m1.png
Drawn at 2 px/um. Supply wires on this layer in grey. Cells faint in the background.
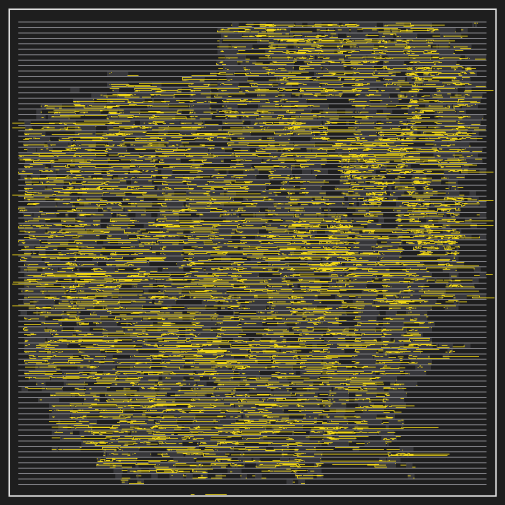
sizing.png
Drawn at 1.5 px/um.
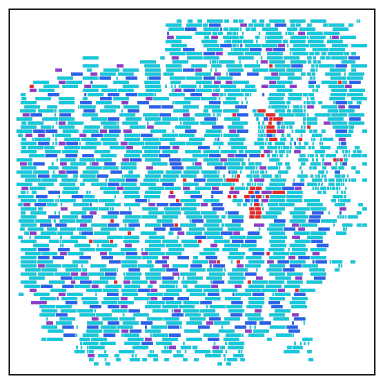
placed.png
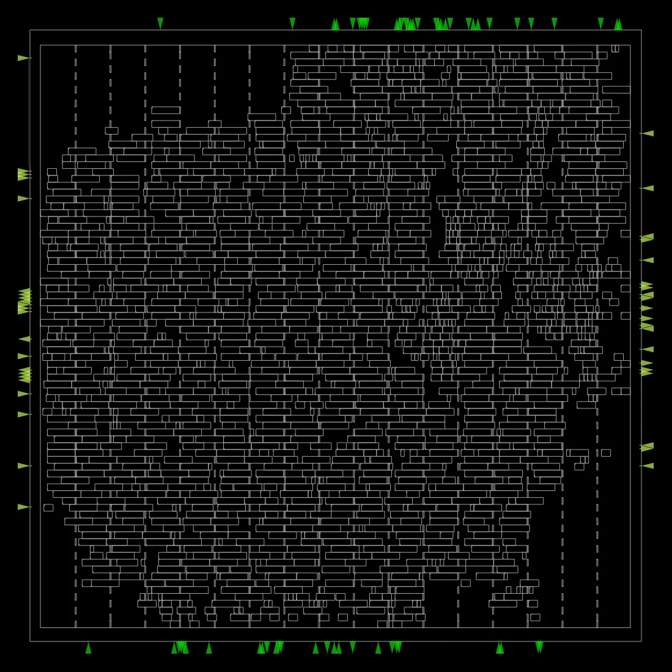
--- src/rtl/slave_rdresp2axi.sv ---
// ============================================================================
// Module   : slave_rdresp2axi
// Purpose  : Buffers memory read beats and re-forms them into AXI R bursts.
// Revision : 1.0
// ============================================================================
`default_nettype none

`ifndef WORD_SIZE
`define WORD_SIZE 32
`endif
`ifndef AXI_LEN_WIDTH
`define AXI_LEN_WIDTH 8
`endif

module slave_rdresp2axi #(
    parameter int AXI_SLAVE_ID = 0,
    parameter int DATA_W       = `WORD_SIZE,
    parameter int ID_W         = 8,
    parameter int LEN_W        = `AXI_LEN_WIDTH,
    parameter int DATA_DEPTH   = 16,
    parameter int CMD_DEPTH    = 8
) (
    input  logic              clk,
    input  logic              reset,
    input  logic              cmd_push,
    input  logic [ID_W-1:0]   cmd_id,
    input  logic [LEN_W-1:0]  cmd_len,
    output logic              cmd_full,
    input  logic              mem2slave_rdresp_vld,
    input  logic [DATA_W-1:0] mem2slave_rdresp_data,
    output logic              rdresp_data_ready,
    output logic              rvalid,
    input  logic              rready,
    output logic [DATA_W-1:0] rdata,
    output logic [ID_W-1:0]   rid,
    output logic              rlast,
    output logic [1:0]        rresp,
    output logic              err
);

    localparam int              C_DA_W      = $clog2(DATA_DEPTH);
    localparam int              C_CA_W      = $clog2(CMD_DEPTH);
    localparam logic [C_DA_W:0] C_DATA_FULL = (C_DA_W+1)'(DATA_DEPTH);
    localparam logic [C_DA_W:0] C_DATA_TWO  = (C_DA_W+1)'(2);
    localparam logic [C_CA_W:0] C_CMD_FULL  = (C_CA_W+1)'(CMD_DEPTH);

    logic [DATA_W-1:0] r_dmem [DATA_DEPTH];
    logic [C_DA_W-1:0] r_dwr;
    logic [C_DA_W-1:0] r_drd;
    logic [C_DA_W:0]   r_dcnt;

    logic [ID_W-1:0]   r_cid  [CMD_DEPTH];
    logic [LEN_W-1:0]  r_clen [CMD_DEPTH];
    logic [C_CA_W-1:0] r_cwr;
    logic [C_CA_W-1:0] r_crd;
    logic [C_CA_W:0]   r_ccnt;

    logic [LEN_W-1:0]  r_beat_cnt;
    logic              r_rvalid;
    logic [DATA_W-1:0] r_rdata;
    logic [ID_W-1:0]   r_rid;
    logic              r_rlast;
    logic              r_err;

    logic w_dempty, w_dfull, w_dpush, w_dpop, w_derr;
    logic w_cempty, w_cfull, w_cpush, w_cpop, w_cerr;
    logic w_load, w_last, w_orphan;

    assign w_dempty = (r_dcnt == '0);
    assign w_dfull  = (r_dcnt == C_DATA_FULL);
    assign w_cempty = (r_ccnt == '0);
    assign w_cfull  = (r_ccnt == C_CMD_FULL);

    // Heads are only read when non-empty, so a same-cycle push never falls through.
    assign w_load   = (!r_rvalid || rready) && !w_dempty && !w_cempty;
    assign w_last   = (r_beat_cnt == r_clen[r_crd]);
    assign w_dpop   = w_load;
    assign w_cpop   = w_load && w_last;
    assign w_dpush  = mem2slave_rdresp_vld && (!w_dfull || w_dpop);
    assign w_cpush  = cmd_push && (!w_cfull || w_cpop);
    assign w_derr   = mem2slave_rdresp_vld && w_dfull && !w_dpop;
    assign w_cerr   = cmd_push && w_cfull && !w_cpop;
    assign w_orphan = !w_dempty && w_cempty;

    always_ff @(posedge clk) begin
        if (w_dpush) begin
            r_dmem[r_dwr] <= mem2slave_rdresp_data;
        end
        if (w_cpush) begin
            r_cid[r_cwr]  <= cmd_id;
            r_clen[r_cwr] <= cmd_len;
        end
    end

    always_ff @(posedge clk) begin
        if (reset) begin
            r_dwr      <= '0;
            r_drd      <= '0;
            r_dcnt     <= '0;
            r_cwr      <= '0;
            r_crd      <= '0;
            r_ccnt     <= '0;
            r_beat_cnt <= '0;
            r_rvalid   <= 1'b0;
            r_rdata    <= '0;
            r_rid      <= '0;
            r_rlast    <= 1'b0;
            r_err      <= 1'b0;
        end else begin
            if (w_dpush) r_dwr <= r_dwr + C_DA_W'(1);
            if (w_dpop)  r_drd <= r_drd + C_DA_W'(1);
            if (w_dpush && !w_dpop)      r_dcnt <= r_dcnt + (C_DA_W+1)'(1);
            else if (!w_dpush && w_dpop) r_dcnt <= r_dcnt - (C_DA_W+1)'(1);

            if (w_cpush) r_cwr <= r_cwr + C_CA_W'(1);
            if (w_cpop)  r_crd <= r_crd + C_CA_W'(1);
            if (w_cpush && !w_cpop)      r_ccnt <= r_ccnt + (C_CA_W+1)'(1);
            else if (!w_cpush && w_cpop) r_ccnt <= r_ccnt - (C_CA_W+1)'(1);

            if (w_load) begin
                r_rvalid   <= 1'b1;
                r_rdata    <= r_dmem[r_drd];
                r_rid      <= r_cid[r_crd];
                r_rlast    <= w_last;
                r_beat_cnt <= w_last ? '0 : r_beat_cnt + LEN_W'(1);
            end else if (rready) begin
                r_rvalid <= 1'b0;
            end

            r_err <= r_err | w_derr | w_cerr | w_orphan;
        end
    end

    // Keeps one slot free for the beat already in flight from the memory queue.
    assign rdresp_data_ready = ((C_DATA_FULL - r_dcnt) >= C_DATA_TWO);
    assign cmd_full          = w_cfull;
    assign rvalid            = r_rvalid;
    assign rdata             = r_rdata;
    assign rid               = r_rid;
    assign rlast             = r_rlast;
    assign rresp             = 2'b00;
    assign err               = r_err;

endmodule

`default_nettype wire

--- config.mk ---
export PLATFORM = sky130hd
export DESIGN_NAME = slave_rdresp2axi
export DESIGN_NICKNAME = d
export VERILOG_FILES = /design/src/rtl/slave_rdresp2axi.sv
export SDC_FILE = /design/constraint.sdc
export NUM_CORES = 1
export LEC_CHECK = 0
export CAP_MARGIN = 20
export CORE_MARGIN = 4
export CORE_UTILIZATION = 50
export CTS_BUF_LIST = sky130_fd_sc_hd__clkbuf_8
export CTS_CLUSTER_DIAMETER = 200
export DETAILED_ROUTE_END_ITERATION = 10
export MAX_ROUTING_LAYER = met4
export PLACE_DENSITY = 0.67
export SETUP_SLACK_MARGIN = 0.05
export SLEW_MARGIN = 20
export SYNTH_ARGS = -nofsm -noshare
export SYNTH_HDL_FRONTEND = slang
export SYNTH_SLANG_ARGS = --single-unit
--- constraint.sdc ---
create_clock -name clk -period 5.91 [get_ports clk]
set_clock_uncertainty 0.05 [all_clocks]
set_input_delay 0.591 -clock clk [delete_from_list [all_inputs] [get_ports clk]]
set_output_delay 0.591 -clock clk [all_outputs]
set_load 0.1 [all_outputs]
==> results.toml <==
# flow metrics
[clock_tree]
cts_buffers = 111
postCtsHoldBufs = 0
cts_root_buffer = "clkbuf_8"

[pwr]
leakage_uw = 0.009990
power_uw = 12980

[floorplan]
num_rows = 85
num_io_pins = 100
die_area_um2 = 58890
die_h_um = 242.7
die_x_um = 242.7
fp_util_pct = 50.87

[route]
highest_layer = "met4"
drc = 0
drt.antenna.violating_nets = 0
vias = 13480
wl_met3_um = 3871
dr.pass1.iters = 7
met1Wirelength_um = 24520

[layout]
nNonClkInverters = 14
final_cell_mix = "640 x edfxtp_1, 184 x mux4_2, 120 x clkbuf_8"
finalNetCount = 1595
dominant_cells = "registers"
sh_comb_area_pct = 20.84
logic_area_um2 = 6591
nFillCells = 3918
regArea_um2 = 20770
antenna_cells = 3
final_area_um2 = 31630
clock_buffers = 120
sh_seq_area_pct = 65.66

[global_route]
use_met3_pct = 4.426
grt_usage_pct = 20.37
top_usage_layer = "met2"
grt_pass1_vias = 14140
grt_max_degree = 83

[min_path]
min_to = "rdata[18]"
hold_class = "flip-flop to flip-flop"
whs_path_depth = 2

[critical_path]
critPathSlowestCell = "dfxtp_1"
rr_worst_depth = 14
crit_path_end = "r_ccnt[3]"
cp.arrival_ns = 5.27
slowest_delay_ns = 0.79
reg2reg_slack_ns = 1.20
end_kind = "flip-flop"
start_kind = "flip-flop"
worstPathRequired_ns = 6.48
path_delay_family = "AND-OR/OR-AND gates"

[final_timing]
slew_headroom_pct = 28.14
setup_viol = 0
holdWs_ns = 0.4033
drv_slew = 0
final_hold_viol_count = 0
tightest_slew_ns = 1.075

[yosys]
netlist_top_cells_count = "640 x edfxtp_1, 184 x mux4_2, 93 x nand2_1"
syn_avg_cell_area_um2 = 20.37
yosys_cells = 1352
edf_count = 640
syn_inst = 1352
synth_dominant_cell_count = "edfxtp_1"
synth_area_um2 = 27540
yosysWarnings = 0
synth.distinct_cells = 51

[run_status]
status = "finished, final reports clean"

[placement]
port-buffer-count = 97
gp_congestion = 0.7575
place_inst = 2101
dp_hpwl_um = 31030
-- m1.png (at the start) --
nets with wire on the layer = 1525
wire length on this layer = 24.5 mm
met1 usage: 27.93%
wirelength, routed: 57750 um

-- sizing.png (at the start) --
x6 and larger -> purple  # cells 129, share 8.0%
x2 -> blue  # cells 216, share 13%
x1 and smaller -> cyan  # cells 1221, share 76%
x3 and x4 -> red  # cells 51, share 3.2%
Non-clk bufs: 128
area grow syn2layout: 14.87%

-- placed.png (at the start) --
Tapcells: 696
Layout Utilization: 58.43%
Flops: 717

[flip-flops by register name, summed over array words and instances (netlist names), 5 cells and up, named ones only]
name        count
r_dcnt          5
r_dmem        512
r_cid          64
rdata          32
r_clen         64
r_beat_cnt      8
rid             8
[power by group]
| group | switching [uW] | internal (uW) | leakage (uW) |
|---|---|---|---|
| sequential | 249 | 5810 | 0.00642 |
| clock | 1880 | 1920 | 0.00122 |
| combinational | 2000 | 1120 | 0.00236 |
[cell families after synthesis]
| group | Yosys count | synth area share (%) |
|---|---|---|
| mux | 206 | 16.09 |
| fa+ha+maj | 21 | 1.009 |
| simple gates | 208 | 3.349 |
| xor+xnor | 24 | 0.7634 |
| compound gates | 88 | 1.999 |
| other cells | 1 | 0.01362 |
| flops | 717 | 75.39 |
| buf+inv | 87 | 1.386 |
No activity file was given, so power comes from the tool's default toggle rates.
